## src/rtl/disp_hex_mux_ctrl.sv

```systemverilog
// disp_hex_mux_ctrl: four-digit, common-anode seven-segment scan controller.
// Input values are captured into a shadow set on 'load' and copied into the
// active set only at a frame boundary, so a single frame never mixes two
// loads. The digits are scanned round-robin through one shared decoder. A
// guard interval at the start of each slot keeps all anodes off. All pins
// are registered.
module disp_hex_mux_ctrl #(
   parameter int N     = 18,
   parameter int GUARD = 64
) (
   input  logic        clk,
   input  logic        reset,
   input  logic        load,
   input  logic [15:0] hex_in,
   input  logic [3:0]  dp_in,
   input  logic [3:0]  blank_in,
   input  logic        lz_en,
   output logic [3:0]  an,
   output logic [7:0]  sseg,
   output logic        frame_tick
);

   localparam logic [N-1:0] CNT_ONE = {{(N-1){1'b0}}, 1'b1};
   localparam logic [N-3:0] GUARD_V = GUARD[N-3:0];

   // Refresh counter
   logic [N-1:0] q_q, q_d;

   // Shadow set, written by load
   logic [15:0] sh_hex_q, sh_hex_d;
   logic [3:0]  sh_dp_q, sh_dp_d;
   logic [3:0]  sh_blank_q, sh_blank_d;
   logic        sh_lz_q, sh_lz_d;
   logic        pend_q, pend_d;

   // Active set, the values the scan displays
   logic [15:0] act_hex_q, act_hex_d;
   logic [3:0]  act_dp_q, act_dp_d;
   logic [3:0]  act_blank_q, act_blank_d;
   logic        act_lz_q, act_lz_d;

   // Registered pins
   logic [3:0]  an_q, an_d;
   logic [7:0]  sseg_q, sseg_d;
   logic        tick_q, tick_d;

   // Scan helpers
   logic        wrap;
   logic [1:0]  slot;
   logic [3:0]  nib;
   logic [3:0]  nib_zero;
   logic        lz_blank;
   logic        dig_blank;

   // Shared hex decoder; returns active-low {a,b,c,d,e,f,g}
   function automatic logic [6:0] hex_to_sseg(input logic [3:0] h);
      logic [6:0] s;
      case (h)
         4'h0: s = 7'b0000001;
         4'h1: s = 7'b1001111;
         4'h2: s = 7'b0010010;
         4'h3: s = 7'b0000110;
         4'h4: s = 7'b1001100;
         4'h5: s = 7'b0100100;
         4'h6: s = 7'b0100000;
         4'h7: s = 7'b0001111;
         4'h8: s = 7'b0000000;
         4'h9: s = 7'b0000100;
         4'hA: s = 7'b0001000;
         4'hB: s = 7'b1100000;
         4'hC: s = 7'b0110001;
         4'hD: s = 7'b1000010;
         4'hE: s = 7'b0110000;
         default: s = 7'b0111000;
      endcase
      return s;
   endfunction

   // Next-state logic: counter, shadow capture, frame commit, digit decode
   always_comb begin
      q_d         = q_q + CNT_ONE;
      wrap        = (q_q == '0);

      sh_hex_d    = sh_hex_q;
      sh_dp_d     = sh_dp_q;
      sh_blank_d  = sh_blank_q;
      sh_lz_d     = sh_lz_q;
      if (load) begin
         sh_hex_d   = hex_in;
         sh_dp_d    = dp_in;
         sh_blank_d = blank_in;
         sh_lz_d    = lz_en;
      end

      // A load on the boundary cycle stays pending for the next frame
      pend_d      = load ? 1'b1 : (wrap ? 1'b0 : pend_q);

      act_hex_d   = act_hex_q;
      act_dp_d    = act_dp_q;
      act_blank_d = act_blank_q;
      act_lz_d    = act_lz_q;
      if (wrap && pend_q) begin
         act_hex_d   = sh_hex_q;
         act_dp_d    = sh_dp_q;
         act_blank_d = sh_blank_q;
         act_lz_d    = sh_lz_q;
      end

      slot     = q_q[N-1:N-2];
      nib      = act_hex_q[{slot, 2'b00} +: 4];
      nib_zero = {act_hex_q[15:12] == 4'h0, act_hex_q[11:8] == 4'h0,
                  act_hex_q[7:4]   == 4'h0, act_hex_q[3:0]  == 4'h0};
      // Digit s is a leading zero when every nibble from s up to 3 is zero
      case (slot)
         2'd3:    lz_blank = act_lz_q & nib_zero[3];
         2'd2:    lz_blank = act_lz_q & (&nib_zero[3:2]);
         2'd1:    lz_blank = act_lz_q & (&nib_zero[3:1]);
         default: lz_blank = 1'b0;
      endcase
      dig_blank = act_blank_q[slot] | lz_blank;

      an_d   = 4'b1111;
      sseg_d = 8'hFF;
      if (q_q[N-3:0] >= GUARD_V) begin
         an_d = ~(4'b0001 << slot);
         if (!dig_blank) begin
            sseg_d = {~act_dp_q[slot], hex_to_sseg(nib)};
         end
      end
      tick_d = wrap;
   end

   // State and pin registers with synchronous reset
   always_ff @(posedge clk) begin
      if (reset) begin
         q_q         <= '0;
         sh_hex_q    <= 16'h0000;
         sh_dp_q     <= 4'h0;
         sh_blank_q  <= 4'hF;
         sh_lz_q     <= 1'b0;
         pend_q      <= 1'b0;
         act_hex_q   <= 16'h0000;
         act_dp_q    <= 4'h0;
         act_blank_q <= 4'hF;
         act_lz_q    <= 1'b0;
         an_q        <= 4'b1111;
         sseg_q      <= 8'hFF;
         tick_q      <= 1'b0;
      end else begin
         q_q         <= q_d;
         sh_hex_q    <= sh_hex_d;
         sh_dp_q     <= sh_dp_d;
         sh_blank_q  <= sh_blank_d;
         sh_lz_q     <= sh_lz_d;
         pend_q      <= pend_d;
         act_hex_q   <= act_hex_d;
         act_dp_q    <= act_dp_d;
         act_blank_q <= act_blank_d;
         act_lz_q    <= act_lz_d;
         an_q        <= an_d;
         sseg_q      <= sseg_d;
         tick_q      <= tick_d;
      end
   end

   assign an         = an_q;
   assign sseg       = sseg_q;
   assign frame_tick = tick_q;

endmodule

```

## config.mk

```make
export PLATFORM = sky130hd
export DESIGN_NAME = disp_hex_mux_ctrl
export DESIGN_NICKNAME = d
export VERILOG_FILES = /design/src/rtl/disp_hex_mux_ctrl.sv
export SDC_FILE = /design/constraint.sdc
export NUM_CORES = 1
export LEC_CHECK = 0
export CELL_PAD_IN_SITES_DETAIL_PLACEMENT = 0
export CELL_PAD_IN_SITES_GLOBAL_PLACEMENT = 1
export CORE_MARGIN = 2
export CORE_UTILIZATION = 44
export DETAILED_ROUTE_END_ITERATION = 12
export PLACE_DENSITY_LB_ADDON = 0.1
export SYNTH_ARGS = -nofsm -noshare
export SYNTH_HDL_FRONTEND = slang
export SYNTH_SLANG_ARGS = --single-unit
```

## constraint.sdc

```tcl
create_clock -name clk -period 2.4 [get_ports clk]
set_input_delay 0.36 -clock clk [delete_from_list [all_inputs] [get_ports clk]]
set_output_delay 0.36 -clock clk [all_outputs]
set_load 0.03 [all_outputs]
```

==> changes_impl.md, run 1 <==
## Implementation

- Layout area overhead: 17.52%
- # IOs: 41
- Final hold violations: 0
- Required @ worst endpoint: 2.68 ns
- Initial antenna violation count: 0
- Longest Clk Path Bufs: 2
- CP startpoint: q_q[16]$_SDFF_PP0_
- Count of tool warnings: 35
- Hold-fix buffers, CTS: 0
- DRT iter0 DRCs: 84
- Cell Pwr Density: 575.6 nW/um^2
- Largest cells by area: dfxtp_1 (43%), mux2i_1 (14%), nand2b_1 (7.2%)
- DR WL met3: 254 um
- GP Congestion: 0.7980
- DRT met1 WL: 3.708 mm
- Final slew viol count: 0
- Via count: 2673
- Crit Path Category: reg -> reg
- Netlist cell types: 44
- Placed Cells: 514
- Number of enable flip-flop cells: 0
- Post-Syn Instances: 384
- Final setup violation count: 0
- Setup bufs post-CTS: 0
- Instance count on the critical path: 8
- Core area: 8299 um^2
- CP max FO: 25
- Total power: 0.002574 W
- IO buf count: 40
- Fin crit period: 2.137 ns
- Worst reg-to-reg setup slack: 0.26 ns
- RSZ-0062 raised after global routing: false
- Number of max-cap violations: 0
- First-pass iteration count of the detailed router: 4
- Element type at the critical path end: flop
- Largest net degree at the start of global routing: 98
- Slew headroom: 62.87%
- Hold Slack: 0.4509 ns
- CP Capture Point: act_hex_q[1]$_SDFFE_PP0P_
- Worst slew pin tran: 0.5518 ns
- Detailed-route vias per instance: 5.053
- CTS tree: yes
- Reg2Reg Depth: 8
- Htree depth: 3
- GRT met2 Usage: 23.50%
- Storage element area: 1642 um^2
- Leakage power: 1.644 nW
- Mapped Avg Cell Area: 9.912 um^2
- Top cells by count, synth: dfxtp_1 (82), mux2i_1 (52), nor2_1 (51)
- Ys Warns: 0
- First-pass GRT wire length: 12.12 mm
- R2R Path Start: q_q[16]$_SDFF_PP0_
- Worst endpoint data arrival time: 2.41 ns
- Max Used Layer: met4
- Worst-path cell chain: buf_4 > inv_1 > ha_1 > nor4b_1 > nand3b_1 > nor3_4 > buf_12 > mux2i_1
- Asr flop ratio synth: 0%
- Dominant cell type by area after synthesis: dfxtp_1
- Routed Wire Length: 7.184 mm
- Status: completed
- DR WL/cell: 13.58 um
- Seq share, synth: 43.13%
- Grt ovf: 0
- Top Family by Delay on Critical Path: simple AND/OR/NAND/NOR gates
- Hold Path End: an[0]$_SDFF_PP1_
- Flops after synth: 82
- GRT busiest layer: met2
- Site Rows: 33
- Syn nets: 424
- Period utilization: 89.06%
- Logic area: 2007 um^2
- Top FF cell, synth: dfxtp_1
- Gr usage total: 15.72%
- R2R Path End: act_hex_q[1]$_SDFFE_PP0P_
- Hold path start: reset
- Synth Cell Area: 3806 um^2
- Filler cells: 786
- Critical path's slowest cell: dfxtp_1
- Post-CTS sizing: 0
- Final TNS setup: 0 ns
- Fmax: 467.9 MHz
- Top cells excl fill/tap: dfxtp_1 (82), mux2i_1 (52), nor2_1 (51)
- WL met2: 3.117 mm
- Most numerous logic cell after layout: dfxtp_1
- Startpoint types: flop
- Worst-path clk slew: 0.08 ns
- Met3 Track Usage GR: 4.769%
- Met1 Use GR: 21.96%
- Starting Density: 45.86%
- Fin nets: 460
- YS chip area: 3806 um^2
- Count leader, synth: dfxtp_1
- Horiz. Die Dim: 97.01 um
- Antenna Nets Post-Route: 0
- Buffers & Inverters on Critical Path: 3
- Yosys cell count: 384
- Hold crit path type: in -> reg
run 1: kinds of logic (layout without fill, tap and decap cells):
group,Yosys count,count (layout),share of synthesized area [%]
and+or+nand+nor,154,154,21.70
DFF,82,82,43.13
muxes,62,62,18.41
buffers and inverters,34,74,4.142
AOI/OAI and AO/OA,23,23,4.766
xor gates and xnor gates,17,17,3.912
adders and majority gates,12,12,3.945
run 1: flip-flops by register name, indices dropped and copies added, names as in the netlist:
register and cells:
an 4, sh_lz_q 1, q_q 18, pend_q 1
sh_dp_q 4, frame_tick 1, sseg 8, sh_hex_q 16
sh_blank_q 4, act_hex_q 16, act_dp_q 4, act_blank_q 4
act_lz_q 1
run 1: power breakdown:
| group | internal, W | total [W] | leakage [nW] | switching, W |
|---|---|---|---|---|
| clock network | 0.000431 | 0.000908 | 0.0851 | 0.000477 |
| registers | 0.00140 | 0.00143 | 0.668 | 0.0000303 |
| logic | 0.000128 | 0.000232 | 0.890 | 0.000104 |
| total | 0.00196 | 0.00257 | 1.64 | 0.000612 |
run 1: worst register-to-register path, stage by stage (launching register included):
cell	delay, ns
dfxtp_1	0.36
buf_4	0.21
inv_1	0.16
ha_1	0.25
nor4b_1	0.26
nand3b_1	0.20
nor3_4	0.19
buf_12	0.23
mux2i_1	0.22
run 1: final cells by class:
class | count | share of cell area [%]
Clock buffer | 12 | 3.469
Inverter | 13 | 1.091
Clock inverter | 3 | 0.5315
Tap cell | 105 | 2.937
Sequential cell | 82 | 36.70
Multi-Input combinational cell | 268 | 44.87
Timing Repair Buffer | 46 | 10.41
run 1: metrics by stage:
stage | area [um^2] | setup slack [ns]
global placement | 4294 | 0.3916
global route | 4473 | 0.002425
detailed placement | 4294 | 0.2978
CTS | 4473 | 0.2232
finish | 4473 | 0.2626
floorplan | 3806 | 0.2629
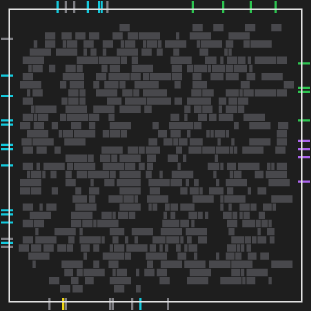
*Pin map, run 1*
(3 px per um) Pins as bars across the die edge, other pins in grey.
Key: an = purple [pins 4, direction output, edge east]; hex_in = cyan [pins 16, direction input, edge 11 west, 4 north, 1 south]; sseg = green [pins 8, direction output, edge 4 east, 4 north]; load = yellow [pins 1, direction input, edge south]
All pins by edge: 14 west, 11 north, 8 east, 8 south.

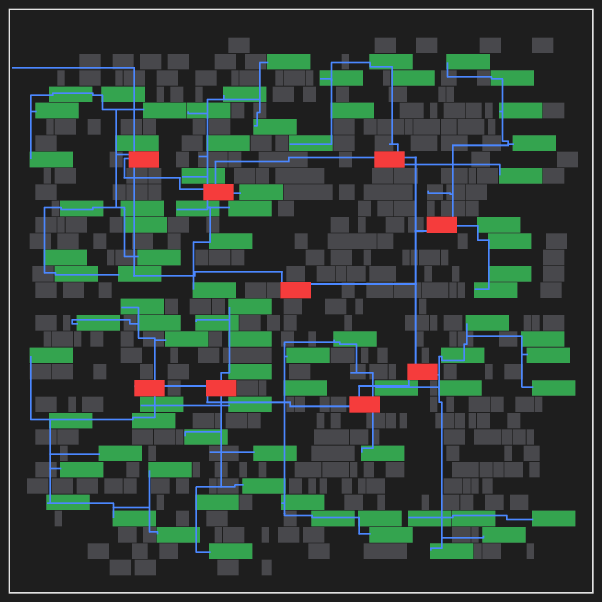
*Clock wires, drivers and flops, run 1*
(6 px per um)
Key: clock wires = blue [length 987 um]; flip-flops = green [count 82]; cells driving clock nets = red [count 9]
Position of the flops: widely spread. There are 10 routed clock nets.
Clock power frac: 35.3%
worst skew pair latency: 0.35 ns
clk_skew: 0.008906 ns
P_clk: 0.000908 W

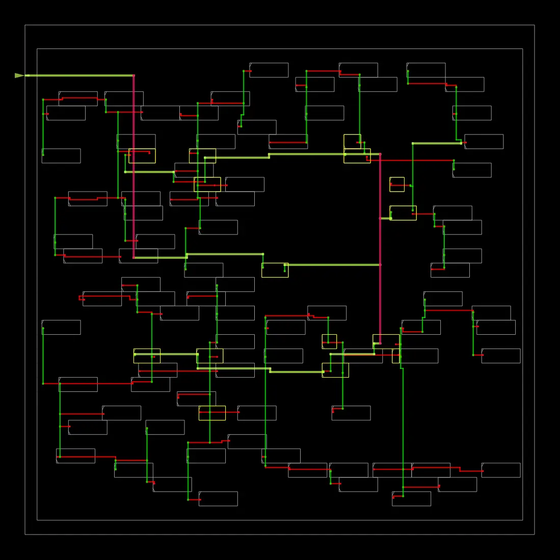
*Clock routing, run 1*
CTS Sinks: 82
flop count: 82
total CTS buffers: 9
CLK BUF: 12

### Metal 2, run 1

(4 px per um)
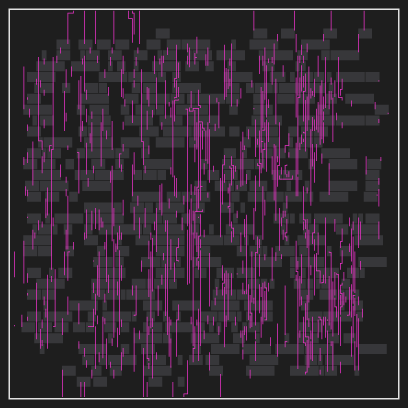

## Run 2: what changed since run 1
CORE_UTILIZATION = 30   (was 44)
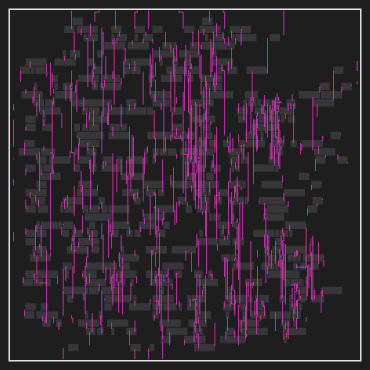
*Metal 2, run 2*
(3 px per um)
The layer carries 3330 um of wire. The longest straight run is 37.4 um.

==> changes_impl.md, run 2 <==
## Implementation

- Status: completed (unchanged)
- Worst-path cell chain: mux4_2 > inv_1 > ha_1 > o21a_1 > a22oi_1 > nand2b_1 (was buf_4 > inv_1 > ha_1 > nor4b_1 > nand3b_1 > nor3_4 > buf_12 > mux2i_1)
- DRC Markers: 0 (unchanged)
- Register with the most flip-flops: q_q (unchanged)
- Netlist cell types: 44 (unchanged)
- Met1 Use GR: 18.58% (was 21.96%)
- Clk_skew: 0.005662 ns (was 0.008906 ns)
- Period utilization: 85.71% (was 89.06%)
- IO buf count: 40 (unchanged)
- Core area: 12520 um^2 (was 8299 um^2)
- Largest cells by area: dfxtp_1 (43%), mux2i_1 (14%), nand2b_1 (7.2%) (unchanged)
- Worst-path clk slew: 0.06 ns (was 0.08 ns)
- Largest stage delay, worst path: 0.61 ns (was 0.36 ns)
- YS chip area: 3806 um^2 (unchanged)
- Final setup violation count: 0 (unchanged)
- Post-CTS sizing: 0 (unchanged)
- Longest Clk Path Bufs: 2 (unchanged)
- Ys Warns: 0 (unchanged)
- Placed Cells: 584 (was 514)
- Most numerous logic cell after layout: dfxtp_1 (unchanged)
- Filler cells: 1313 (was 786)
- Layout area overhead: 24.88% (was 17.52%)
- Required @ worst endpoint: 2.68 ns (about the same)
- GRT met2 Usage: 18.45% (was 23.50%)
- DRT iter0 DRCs: 128 (was 84)
- Number of enable flip-flop cells: 0 (unchanged)
- Non-Filler Instances: 600 (was 529)
- Vias in the first global route: 2605 (was 2494)
- Yosys cell count: 384 (unchanged)
- Htree depth: 3 (unchanged)
- Gr usage total: 13.22% (was 15.72%)
- Mapped Avg Cell Area: 9.912 um^2 (unchanged)
- GRT busiest layer: met1 (was met2)
- Die Area: 13600 um^2 (was 9410 um^2)
- First-pass GRT wire length: 13.66 mm (was 12.12 mm)
- GP Congestion: 0.7470 (was 0.7980)
- Top flop regs: q_q: 18 flops, act_hex_q: 16 flops, sh_hex_q: 16 flops (unchanged)
- Die y size: 116.6 um (was 97.01 um)
- Detailed-route vias per instance: 4.513 (was 5.053)
- Storage element area: 1642 um^2 (unchanged)
- Final slew viol count: 0 (unchanged)
- Top FF cell, synth: dfxtp_1 (unchanged)
- CTS Sinks: 82 (unchanged)
- Final TNS setup: 0 ns (unchanged)
- Flops after synth: 82 (unchanged)
- First-pass iteration count of the detailed router: 5 (was 4)
- Top cells by count, synth: dfxtp_1 (82), mux2i_1 (52), nor2_1 (51) (unchanged)
- Count leader, synth: dfxtp_1 (unchanged)
- Routed Wire Length: 8.112 mm (was 7.184 mm)
- Horiz. Die Dim: 116.6 um (was 97.01 um)
- Top Family by Delay on Critical Path: multiplexers (was simple AND/OR/NAND/NOR gates)
- Fin nets: 463 (was 460)
- RSZ-0062 raised after global routing: false (unchanged)
- Fin crit period: 2.057 ns (was 2.137 ns)
- Element type at the critical path end: flop (unchanged)
- Setup bufs post-CTS: 0 (unchanged)
- Worst IR Drop VDD: 0.0003153 V (was 0.0003207 V)
- CTS tree: yes (unchanged)
- DR WL/cell: 13.52 um (was 13.58 um)
- Met3 Track Usage GR: 3.166% (was 4.769%)
- Grt ovf: 0 (unchanged)
- Syn nets: 424 (unchanged)
- Root Buffer: clkbuf_16 (was clkbuf_8)
- Starting Density: 30.41% (was 45.86%)
- Total CTS buffers: 9 (unchanged)
- Hold-fix buffers, CTS: 0 (unchanged)
- Final hold violations: 0 (unchanged)
- Fmax: 486.1 MHz (was 467.9 MHz)
- Logic area: 2007 um^2 (unchanged)
- Worst slew pin tran: 0.4892 ns (was 0.5518 ns)
- Top cells excl fill/tap: dfxtp_1 (82), mux2i_1 (52), nor2_1 (51) (unchanged)
- Synth Cell Area: 3806 um^2 (unchanged)
- Top cell area share: 43.13% (unchanged)
- Seq share, synth: 43.13% (unchanged)
- Max reg flops: 18 (unchanged)
- Detailed placement HPWL: 5.743 mm (was 4.954 mm)
- Slew headroom: 67.23% (was 62.87%)
- Critical path's slowest cell: mux4_2 (was dfxtp_1)
- Site Rows: 41 (was 33)
- Worst skew pair latency: 0.34 ns (was 0.35 ns)
- # IOs: 41 (unchanged)
- Asr flop ratio synth: 0% (unchanged)
- Cell Pwr Density: 691.9 nW/um^2 (was 575.6 nW/um^2)
- Worst endpoint data arrival time: 2.34 ns (was 2.41 ns)
- Dominant cell type by area after synthesis: dfxtp_1 (unchanged)
- Post-Syn Instances: 384 (unchanged)
- Buffers & Inverters on Critical Path: 1 (was 3)
- Number of max-cap violations: 0 (unchanged)
- Hold crit path type: in -> reg (unchanged)
- Diodes inserted: 0 (unchanged)
- Antenna Nets Post-Route: 0 (unchanged)
- Crit Path Category: reg -> reg (unchanged)
- Via count: 2708 (was 2673)
- Initial antenna violation count: 0 (unchanged)
- Largest net degree at the start of global routing: 98 (unchanged)
- Startpoint types: flop (unchanged)
- Fraction of layout cells with a size suffix above 1: 10.05% (was 8.962%)
- Leakage power: 1.737 nW (was 1.644 nW)
- CP max FO: 5 (was 25)
- Count of tool warnings: 35 (unchanged)
run 2: area by class of cell:
type                       instances  share of cell area (%)
clock inverter                     6                   2.395
sequential                        82                   34.54
timing repair buffer              49                   10.27
clock buffer                      10                   5.028
inverter                          13                   1.027
multi-input combinational        268                   42.22
tap                              172                   4.527
run 2: cells by family after synthesis:
| family | synth area share (%) |
|---|---|
| mux | 18.41 |
| flops | 43.13 |
| xor+xnor | 3.912 |
| buf+inv | 4.142 |
| fa+ha+maj | 3.945 |
| compound gates | 4.766 |
| simple gates | 21.70 |
run 2: per-stage QoR:
step	hold slack [ns]	setup slack, ns	utilization (%)	power, W	cell area [um^2]
6_report	0.3820	0.3429	37.97	0.003289	4753
5_1_grt	0.3964	0.2167	37.97	0.003444	4753
4_1_cts	0.3742	0.3618	37.97	0.003356	4753
3_5_place_dp	0.4621	0.3776	35.16	0.001707	4400
3_3_place_gp	0.4602	0.4527	35.16	0.001704	4400
2_1_floorplan	0.4412	0.2629	-	0.001619	3806
run 2: metal layers:
metal,vias to the layer above,part of all wire [%]
met4,0,2.5
met2,50,41
met5,-,0
li1,1401,-
met3,13,4.4
met1,1244,52
run 2: final timing paths:
path                       startpoint                        to  slack, ns  depth (start not counted)
max                q_q[16]$_SDFF_PP0_        sseg[3]$_SDFF_PP1_       0.34                          6
min                             reset          an[1]$_SDFF_PP1_       0.38                          3
max reg2reg        q_q[16]$_SDFF_PP0_        sseg[3]$_SDFF_PP1_       0.34                          6
min reg2reg  act_dp_q[2]$_SDFFE_PP0P_  act_dp_q[2]$_SDFFE_PP0P_       0.48                          2
run 2: where the power goes:
group          switching (W)  internal (W)
registers          0.0000310       0.00141
logic               0.000106      0.000130
clock network       0.000570       0.00105
total               0.000708       0.00258
### Clock wires, drivers and flops, run 2

(4 px per um)
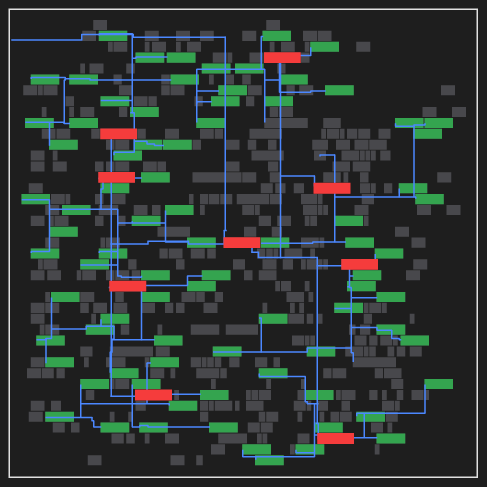

## Run 3: what changed since run 2
PLACE_DENSITY = 0.59   (was not set)
PLACE_DENSITY_LB_ADDON = not set   (was 0.1)
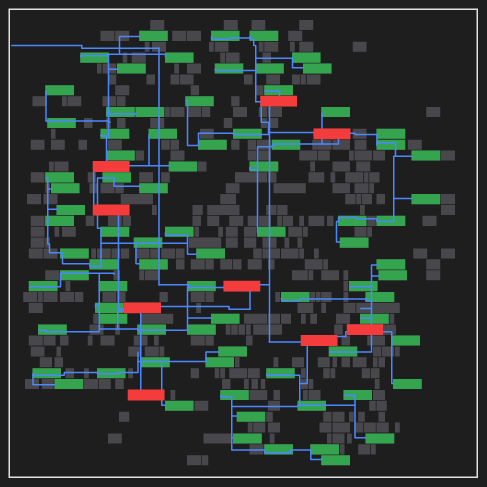
*Clock wires, drivers and flops, run 3*
(4 px per um)
Key: clock wires = blue [length 1200 um]; flip-flops = green [count 82]; cells driving clock nets = red [count 9]
Position of the flops: widely spread.

==> changes_impl.md, run 3 <==
## Implementation

- Status: completed (unchanged)
- Mapped Avg Cell Area: 9.912 um^2 (unchanged)
- Slew headroom: 66.47% (was 67.23%)
- Fmax: 497.9 MHz (was 486.1 MHz)
- Fraction of layout cells with a size suffix above 1: 9.176% (was 10.05%)
- Post-Syn Instances: 384 (unchanged)
- Fin nets: 460 (was 463)
- Internal power: 0.002365 W (was 0.002581 W)
- Initial antenna violation count: 0 (unchanged)
- Total CTS buffers: 9 (unchanged)
- Clock power frac: 45.2% (was 49.2%)
- GP Congestion: 0.7707 (was 0.7470)
- Top cell area share: 43.13% (unchanged)
- Starting Density: 30.41% (unchanged)
- Reg2Reg Depth: 6 (unchanged)
- Comb power frac: 7.7% (was 7.2%)
- Final Util: 37.35% (was 37.97%)
- Max reg flops: 18 (unchanged)
- Non-Filler Instances: 597 (was 600)
- DRC Markers: 0 (unchanged)
- Worst skew pair latency: 0.34 ns (about the same)
- Fin crit period: 2.009 ns (was 2.057 ns)
- Placed Area: 4378 um^2 (was 4400 um^2)
- Register with the most flip-flops: q_q (unchanged)
- Top flop regs: q_q: 18 flops, act_hex_q: 16 flops, sh_hex_q: 16 flops (unchanged)
- Syn nets: 424 (unchanged)
- Placed Cells: 581 (was 584)
- Final WS setup: 0.3914 ns (was 0.3429 ns)
- Most numerous logic cell after layout: dfxtp_1 (unchanged)
- CP max FO: 5 (unchanged)
- Htree depth: 3 (unchanged)
- Via count: 2683 (was 2708)
- Largest stage delay, worst path: 0.60 ns (was 0.61 ns)
- Vias in the first global route: 2518 (was 2605)
- Die Area: 13600 um^2 (unchanged)
- Detailed placement HPWL: 5.377 mm (was 5.743 mm)
- Clk_skew: 0.006677 ns (was 0.005662 ns)
- Hold-fix buffers, CTS: 0 (unchanged)
- CTS Sinks: 82 (unchanged)
- Hold Slack: 0.3950 ns (was 0.3820 ns)
- Asr flop ratio synth: 0% (unchanged)
- Core area: 12520 um^2 (unchanged)
- Layout area overhead: 22.81% (was 24.88%)
- Ys Warns: 0 (unchanged)
- Diodes inserted: 0 (unchanged)
- Pre-CTS setup slack: 0.4085 ns (was 0.3776 ns)
- Psw: 0.0006839 W (was 0.0007075 W)
- Top FF cell, synth: dfxtp_1 (unchanged)
- Worst endpoint data arrival time: 2.29 ns (was 2.34 ns)
- CTS tree: yes (unchanged)
- Site Rows: 41 (unchanged)
- Yosys cell count: 384 (unchanged)
- Setup bufs post-CTS: 0 (unchanged)
- IO buf count: 40 (unchanged)
- Largest net degree at the start of global routing: 98 (unchanged)
- DRT iter0 DRCs: 76 (was 128)
- Share of power burned in registers: 47.1% (was 43.7%)
- Count leader, synth: dfxtp_1 (unchanged)
- Longest Clk Path Bufs: 2 (unchanged)
- Total power: 0.003049 W (was 0.003289 W)
- Top Family by Delay on Critical Path: multiplexers (unchanged)
- Final slew viol count: 0 (unchanged)
- Critical path's slowest cell: mux4_2 (unchanged)
- Worst-path clk slew: 0.06 ns (about the same)
- Crit Path Category: reg -> reg (unchanged)
- Final hold violations: 0 (unchanged)
- Post-CTS sizing: 0 (unchanged)
- Netlist cell types: 44 (unchanged)
- Number of enable flip-flop cells: 0 (unchanged)
- Seq share, synth: 43.13% (unchanged)
- Flops after synth: 82 (unchanged)
- Die y size: 116.6 um (unchanged)
- Top cells excl fill/tap: dfxtp_1 (82), mux2i_1 (52), nor2_1 (51) (unchanged)
- Grt ovf: 0 (unchanged)
- Dominant cell type by area after synthesis: dfxtp_1 (unchanged)
- Buffers & Inverters on Critical Path: 1 (unchanged)
- Gr usage total: 12.57% (was 13.22%)
- Antenna Nets Post-Route: 0 (unchanged)
- Largest cells by area: dfxtp_1 (43%), mux2i_1 (14%), nand2b_1 (7.2%) (unchanged)
- Hold crit path type: in -> reg (unchanged)
- Startpoint types: flop (unchanged)
- Net Sw Frac: 22.43% (was 21.51%)
- Required @ worst endpoint: 2.68 ns (about the same)
- Instance count on the critical path: 6 (unchanged)
- Number of max-cap violations: 0 (unchanged)
- Final setup violation count: 0 (unchanged)
- Synth Cell Area: 3806 um^2 (unchanged)
- Final instance area: 4674 um^2 (was 4753 um^2)
- First-pass GRT wire length: 13.03 mm (was 13.66 mm)
- Count of tool warnings: 35 (unchanged)
- Worst-path cell chain: mux4_2 > inv_1 > ha_1 > o21a_1 > a22oi_1 > nand2b_1 (unchanged)
- YS chip area: 3806 um^2 (unchanged)
- First-pass iteration count of the detailed router: 4 (was 5)
- Hold Crit Depth: 3 (unchanged)
- Cell Pwr Density: 652.2 nW/um^2 (was 691.9 nW/um^2)
- Routed Wire Length: 7.877 mm (was 8.112 mm)
- Top cells by count, synth: dfxtp_1 (82), mux2i_1 (52), nor2_1 (51) (unchanged)
- DR WL/cell: 13.19 um (was 13.52 um)
- Worst reg-to-reg setup slack: 0.39 ns (was 0.34 ns)
- # IOs: 41 (unchanged)
- Element type at the critical path end: flop (unchanged)
- RSZ-0062 raised after global routing: false (unchanged)
- Worst slew pin tran: 0.4984 ns (was 0.4892 ns)
- Horiz. Die Dim: 116.6 um (unchanged)
- Worst IR Drop VDD: 0.0003341 V (was 0.0003153 V)
- Root Buffer: clkbuf_16 (unchanged)
- Period utilization: 83.69% (was 85.71%)
- Leakage power: 1.708 nW (was 1.737 nW)
run 3: cell count changes in the layout (fill, tap and decap cells not counted), sizes merged:
cell / before / now
bufinv: 3 / 1
buf: 10 / 7
clkinv: 1 / 4
clkbuf: 10 / 11
clkinvlp: 2 / 0
run 3: cell families after synthesis:
| logic type | Yosys count | synth area share (%) |
|---|---|---|
| flops | 82 | 43.13 |
| buf+inv | 34 | 4.142 |
| xor+xnor | 17 | 3.912 |
| fa+ha+maj | 12 | 3.945 |
| mux | 62 | 18.41 |
| simple gates | 154 | 21.70 |
| compound gates | 23 | 4.766 |
run 3: routing by layer:
metal,vias to the layer above,wire length (um),GRT usage [%]
met2,35,3323,18.22
met4,0,165,6.353
met1,1245,4131,17.35
li1,1393,-,-
met3,10,256,3.114
met5,-,0,0
run 3: cell type report:
type	count	area, um^2
clock buffer	11	242.7
fill	1304	7843
tap	172	215.2
multi-input combinational	268	2007
inverter	13	48.80
timing repair buffer	46	465.4
sequential	82	1642
clock inverter	5	53.80
run 3: power by group through the flow:
stage	combinational, W	sequential [W]	clock [W]
final	0.000235	0.00143	0.00138
after global routing	0.000260	0.00144	0.00148
after CTS	0.000240	0.00143	0.00143
after detailed placement	0.000239	0.00147	0
after global placement	0.000236	0.00146	0
after floorplan	0.000160	0.00146	0
run 3: final timing paths:
kind                             startpoint                         end
hold reg to reg   sh_hex_q[13]$_SDFFE_PP0P_  act_hex_q[13]$_SDFFE_PP0P_
setup reg to reg         q_q[16]$_SDFF_PP0_          sseg[3]$_SDFF_PP1_
hold / removal                        reset            an[3]$_SDFF_PP1_
setup / recovery         q_q[16]$_SDFF_PP0_          sseg[3]$_SDFF_PP1_

==> gallery <==
Placed cells, one colour a class.
image #1
(4 px per um) Fill, decap, tap and diode cells in grey.
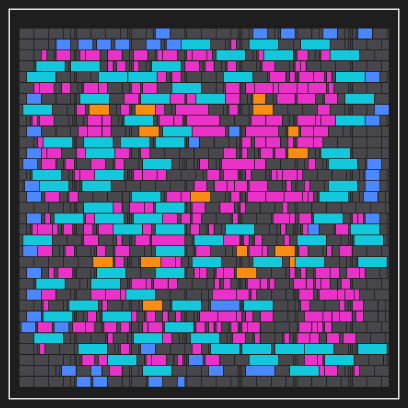
image #2
(3 px per um) Fill, decap, tap and diode cells in grey.
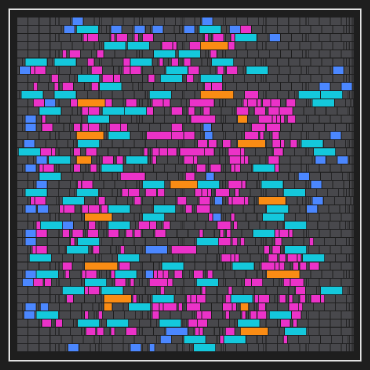
The one with the largest die is image #2.
Run 2 is image #2.
Run 1 is image #1.

Power is estimated from default activity; no workload was simulated.
